==> images/port_trees.png <==
Scale: 8 px per um.
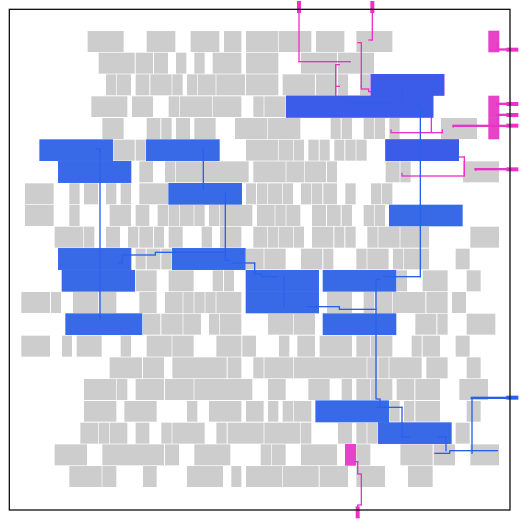
==> images/ff_map.png <==
Scale: 4 px per um.
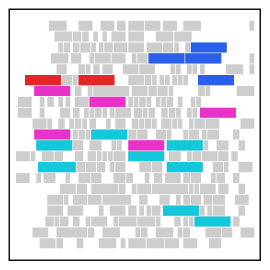
==> images/placed.png <==
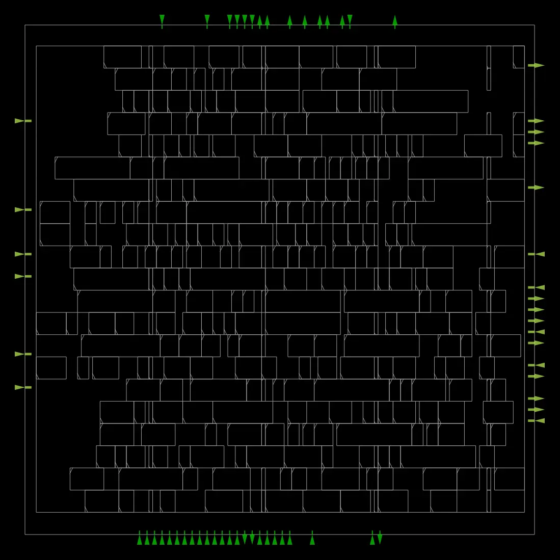
==> images/class_map.png <==
Scale: 4 px per um.
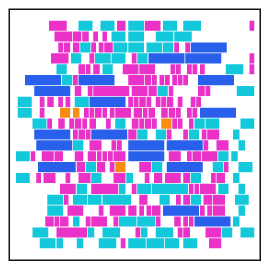
==> images/clock_wires.png <==
Scale: 4 px per um.
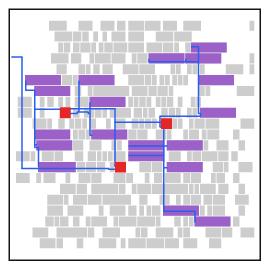
### src/rtl/interrupt_controller.sv
// Game Boy interrupt controller: IF/IE registers, IME sequencing and dispatch vector.
// Optional macro INTC_EDGE_DETECT_EN sets IF only on rising edges of i_Request.
module interrupt_controller #(
  parameter logic [15:0] IF_ADDR = 16'hFF0F,
  parameter logic [15:0] IE_ADDR = 16'hFFFF
) (
  input  logic        i_Clk,
  input  logic        i_nRst,
  input  logic        i_Enable,
  input  logic [4:0]  i_Request,
  input  logic [15:0] i_Address,
  input  logic [7:0]  i_Data,
  input  logic        i_Write,
  input  logic        i_Read,
  output logic [7:0]  o_Data,
  output logic        o_Selected,
  output logic [4:0]  o_Interrupts,
  input  logic        i_Handle_Interrupt,
  output logic [7:0]  o_Vector,
  output logic        o_Wake,
  input  logic        i_EI,
  input  logic        i_DI,
  input  logic        i_RETI,
  input  logic        i_Instr_Boundary
);

  typedef enum logic [1:0] {
    IME_OFF   = 2'd0,
    IME_ARMED = 2'd1,
    IME_ON    = 2'd2
  } ime_state_t;

  logic [4:0] if_q;
  logic [7:0] ie_q;
  logic [7:0] vector_q;
  ime_state_t ime_state;

  logic       sel_if;
  logic       sel_ie;
  logic       wr_if;
  logic       wr_ie;
  logic       ack;
  logic       ime;
  logic [4:0] pending;
  logic [2:0] ack_idx;
  logic [4:0] ack_mask;
  logic [4:0] set_events;
  logic [4:0] if_next;
  logic [7:0] vector_next;

  assign sel_if  = (i_Address == IF_ADDR);
  assign sel_ie  = (i_Address == IE_ADDR);
  assign wr_if   = i_Write && sel_if;
  assign wr_ie   = i_Write && sel_ie;
  assign ack     = i_Handle_Interrupt;
  assign ime     = (ime_state == IME_ON);
  assign pending = if_q & ie_q[4:0];

`ifdef INTC_EDGE_DETECT_EN
  logic [4:0] req_prev;

  always_ff @(posedge i_Clk or negedge i_nRst) begin
    if (!i_nRst) begin
      req_prev <= '0;
    end else if (i_Enable) begin
      req_prev <= i_Request;
    end
  end

  assign set_events = i_Request & ~req_prev;
`else
  assign set_events = i_Request;
`endif

  // Scan from the lowest-priority end so the highest-priority bit wins.
  always_comb begin
    ack_idx = '0;
    for (int unsigned i = 5; i > 0; i--) begin
      if (pending[i-1]) begin
        ack_idx = 3'(i - 1);
      end
    end
  end

  always_comb begin
    ack_mask = '0;
    if (ack && (pending != '0)) begin
      ack_mask = 5'b00001 << ack_idx;
    end
  end

  // Write first, then acknowledge clear, then new requests so none is lost.
  always_comb begin
    if_next = wr_if ? i_Data[4:0] : if_q;
    if_next = if_next & ~ack_mask;
    if_next = if_next | set_events;
  end

  always_comb begin
    vector_next = vector_q;
    if (ack) begin
      vector_next = (pending != '0) ? (8'h40 + {2'b00, ack_idx, 3'b000}) : 8'h00;
    end
  end

  always_ff @(posedge i_Clk or negedge i_nRst) begin
    if (!i_nRst) begin
      if_q     <= '0;
      ie_q     <= '0;
      vector_q <= '0;
    end else if (i_Enable) begin
      if_q     <= if_next;
      vector_q <= vector_next;
      if (wr_ie) begin
        ie_q <= i_Data;
      end
    end
  end

  // ARMED is only entered on the EI edge, so any boundary seen while ARMED is a later one.
  always_ff @(posedge i_Clk or negedge i_nRst) begin
    if (!i_nRst) begin
      ime_state <= IME_OFF;
    end else if (i_Enable) begin
      if (ack || i_DI) begin
        ime_state <= IME_OFF;
      end else begin
        case (ime_state)
          IME_OFF: begin
            if (i_RETI) begin
              ime_state <= IME_ON;
            end else if (i_EI) begin
              ime_state <= IME_ARMED;
            end
          end
          IME_ARMED: begin
            if (i_RETI || i_Instr_Boundary) begin
              ime_state <= IME_ON;
            end
          end
          IME_ON: begin
            ime_state <= IME_ON;
          end
          default: begin
            ime_state <= IME_OFF;
          end
        endcase
      end
    end
  end

  assign o_Interrupts = pending & {5{ime}};
  assign o_Wake       = |pending;
  assign o_Vector     = vector_q;
  assign o_Selected   = i_Read && (sel_if || sel_ie);

  always_comb begin
    o_Data = 8'h00;
    if (i_Read) begin
      if (sel_if) begin
        o_Data = {3'b111, if_q};
      end else if (sel_ie) begin
        o_Data = ie_q;
      end
    end
  end

endmodule

### config.mk
export PLATFORM = sky130hd
export DESIGN_NAME = interrupt_controller
export DESIGN_NICKNAME = d
export VERILOG_FILES = /design/src/rtl/interrupt_controller.sv
export SDC_FILE = /design/constraint.sdc
export NUM_CORES = 1
export LEC_CHECK = 0
export ABC_AREA = 1
export CORE_UTILIZATION = 37
export DETAILED_ROUTE_END_ITERATION = 10
export PLACE_DENSITY = 0.76
export SKIP_CTS_REPAIR_TIMING = 1
export SYNTH_ARGS = -nofsm -noshare
export SYNTH_HDL_FRONTEND = slang
export SYNTH_SLANG_ARGS = --single-unit
### constraint.sdc
create_clock -name i_Clk -period 1.65 [get_ports i_Clk]
set_input_delay 0.4125 -clock i_Clk [delete_from_list [all_inputs] [get_ports i_Clk]]
set_output_delay 0.4125 -clock i_Clk [all_outputs]
set_load 0.01 [all_outputs]
==> run notes <==
impl run done, here's what came out: worst min-delay path category=in2async, global-route wire length before repair=6090 um, total track usage=between 15 and 20%, CP Launch Type=input pin, placed cell count=319, Leak=1.36 nW, routed len/inst=approximately 12 um, Final Setup Violations=10, mean post-synth cell area=6.85 um2, die y size=62.4 um, Synth Instances=197, Comb pwr share=23.9%, yosys cell count=197, DR vias=1510, tool warnings=31, yosys stat area=1350 um2, synthesized flop and latch total=19, final setup margin=-281 ps, # Max-Cap Violations=0, chip area=around 3900 um2, violated checks=negative setup slack, Pwr Density=about 410 nW/um2, final worst path period need=1930 ps, synthesized area=1350 um2, clk sinks=19, WS Path Type=in2out, max-slew violation count=0, maximum clock path buffer count=2, Detail Placement HPWL=slightly below 3000 um, total wire length=3790 um, Seq share, synth=35.2%, Tcrit/Tclk final=117%, crit-path max FO=4, global route overflow=0, Internal Pwr Total=~0.0007 W, Critical Path Most Common Cell=nand2_4, vias per cell=4.63, Unique cell types=27, CTS tree=built, Final Hold Violating Endpoints=0, outcome=finished, violations left, Synth Warn #=0, Final GP Congestion=0.883, Req. time, crit path=1240 ps, largest net degree at the start of global routing=20, net switching power figure=between 0.0002 and 0.0003 W, Setup crit start=i_Address[15], VDD IR-drop max=389 uV, r2r startpoint=ime_state[1], Worst path max stage delay=290 ps, final hold slack=424 ps, htree depth=1, Iter 0 DRT Violations=55, layout cell share with drive strength beyond 1=a little over a third, Routed Antenna Nets=0, top cell type by total area after synthesis=dfrtp_1, Top area cell types=dfrtp_1, nand2_1, inv_1, nor2_1, a21oi_1, initial antenna violation count=0, switch share=~27%, Synth-to-Final Area Change=71.6%, achievable frequency=518 MHz, Initial Util=39.5%, first-pass detailed-route iteration total=4, Worst setup EP type=output port
About port_trees.png:
color	port	bits	direction	edge	end cells	wire
magenta	o_Vector	8	output	5 right, 2 top, 1 bottom	8	86.1 um
blue	i_nRst	1	input	right	19	151 um
port buffer count: 57
I/O pin total: 62

About ff_map.png:
color	name in the netlist	placed flops
red	ime_state	2
blue	o_Vector	4
magenta	if_q	5
cyan	ie_q	8
FF+latch area: 477 um2
Final Util: 67.8%

About placed.png:
tap cells: 46
# fillers: 273
register share of the cell area: 20.6%
fin cells: 326

About class_map.png:
color	class	cells	share of their area
blue	registers	19	21%
magenta	remaining logic cells	173	43%
cyan	remaining buffers and delay cells	84	34%
orange	clock drivers and dummy loads	4	1.2%
num rows: 21
Core ar.: 3420 um2
Final Cell Area: 2320 um2

About clock_wires.png:
[blue] clock wires | length: 252 um
[red] clock-net drivers | count: 3
[purple] flip-flops | count: 19
routed clock nets	4
Setup Skew: 12.8 ps
Latency at later pin: 310 ps
Clock power frac: 25.5%
Clk. pwr: 0.000239 W

[sequential cells by signal (all words and copies together) (netlist names)]
name,cells
o_Vector,4
if_q,5
ime_state,2
ie_q,8
[final cells by class]
class	instances	area [um2]	area share, %
inverter	28	113	4.86
multi-input combinational	145	868	37.5
tap	46	57.6	2.48
clock inverter	1	5.00	0.216
timing repair buffer	84	774	33.4
clock buffer	3	22.5	0.972
sequential	19	477	20.6
[per-stage QoR]
stage | cell area (um2) | TNS (ps) | power [W] | setup slack [ps] | util (%)
floorplan | 1420 | -607 | 0.000558 | -107 | -
global placement | 2180 | -13280 | 0.000695 | -1030 | 63.8
detailed placement | 2180 | -13930 | 0.000698 | -1050 | 63.8
CTS | 2210 | -11930 | 0.000934 | -1050 | 64.6
global route | 2320 | -3070 | 0.000987 | -347 | 67.8
finish | 2320 | -2250 | 0.000939 | -281 | 67.8
[Yosys cell counts]
library cell	n
a21oi_1	15
dfrtp_1	19
and2_2	1
o22ai_1	1
conb_1	1
nand2_1	61
nor2_1	21
nor3_1	1
nand4_4	1
nand2_2	4
buf_6	2
nand4_1	6
o21ai_2	4
buf_2	1
clkinv_1	1
inv_1	26
buf_4	4
nor3b_4	1
inv_2	1
or2_2	1
nor2_2	1
clkbuf_1	1
ha_1	4
o21ai_0	4
nor2_4	1
nand3_1	13
or3_1	1
[power by group through the flow]
stage / clock network [W] / logic [W] / registers (W)
final: 0.000239 / 0.000225 / 0.000475
after global routing: 0.000264 / 0.000247 / 0.000476
after CTS: 0.000244 / 0.000217 / 0.000473
after global placement: 0 / 0.000213 / 0.000482
after floorplan: 0 / 0.0000738 / 0.000484
after detailed placement: 0 / 0.000215 / 0.000482
[cell families after synthesis]
family	Yosys count	share of synthesized area (%)
and+or+nand+nor	113	38.4
buffers and inverters	36	12.3
AOI/OAI and AO/OA	24	10.1
DFF	19	35.2
adders and majority gates	4	3.71
other	1	0.278
[placed cells by master, fill, tap and decap left out, types with 5 or more instances in the layout]
| cell | count |
|---|---|
| nand2_1 | 50 |
| nor2_1 | 14 |
| buf_4 | 25 |
| nand2_4 | 5 |
| inv_1 | 22 |
| buf_6 | 9 |
| a21oi_1 | 7 |
| buf_2 | 9 |
| clkbuf_2 | 5 |
| nand2_2 | 10 |
| nand3_1 | 13 |
| dlymetal6s2s_1 | 12 |
| dfrtp_1 | 18 |
| nor2_4 | 8 |
| nand4_1 | 6 |
| clkdlybuf4s50_1 | 22 |
| a21oi_2 | 8 |
[per-layer routing]
metal / wire length, um / vias to the layer above / track usage (%)
li1: - / 779 / -
met1: 1680 / 694 / 24.0
met2: 1940 / 34 / 33.8
met3: 149 / 3 / 4.20
met4: 14 / 0 / 6.10
met5: 0 / - / 0
[final timing paths]
path,slack [ps],cells after the start,to
max in group asynchronous,990,2,ie_q[0]
setup / recovery,-280,10,o_Data[6]
hold / removal,420,2,ie_q[5]
setup reg to reg,230,9,ime_state[0]
hold reg to reg,490,2,o_Vector[6]
min in group i_Clk,490,2,o_Vector[6]
[worst max-delay path: cells and delay by family]
kind | cells | cell delay (ps)
simple gates | 5 | 530
buf+inv | 4 | 460
compound gates | 1 | 110
Power and IR drop assume default switching activity.
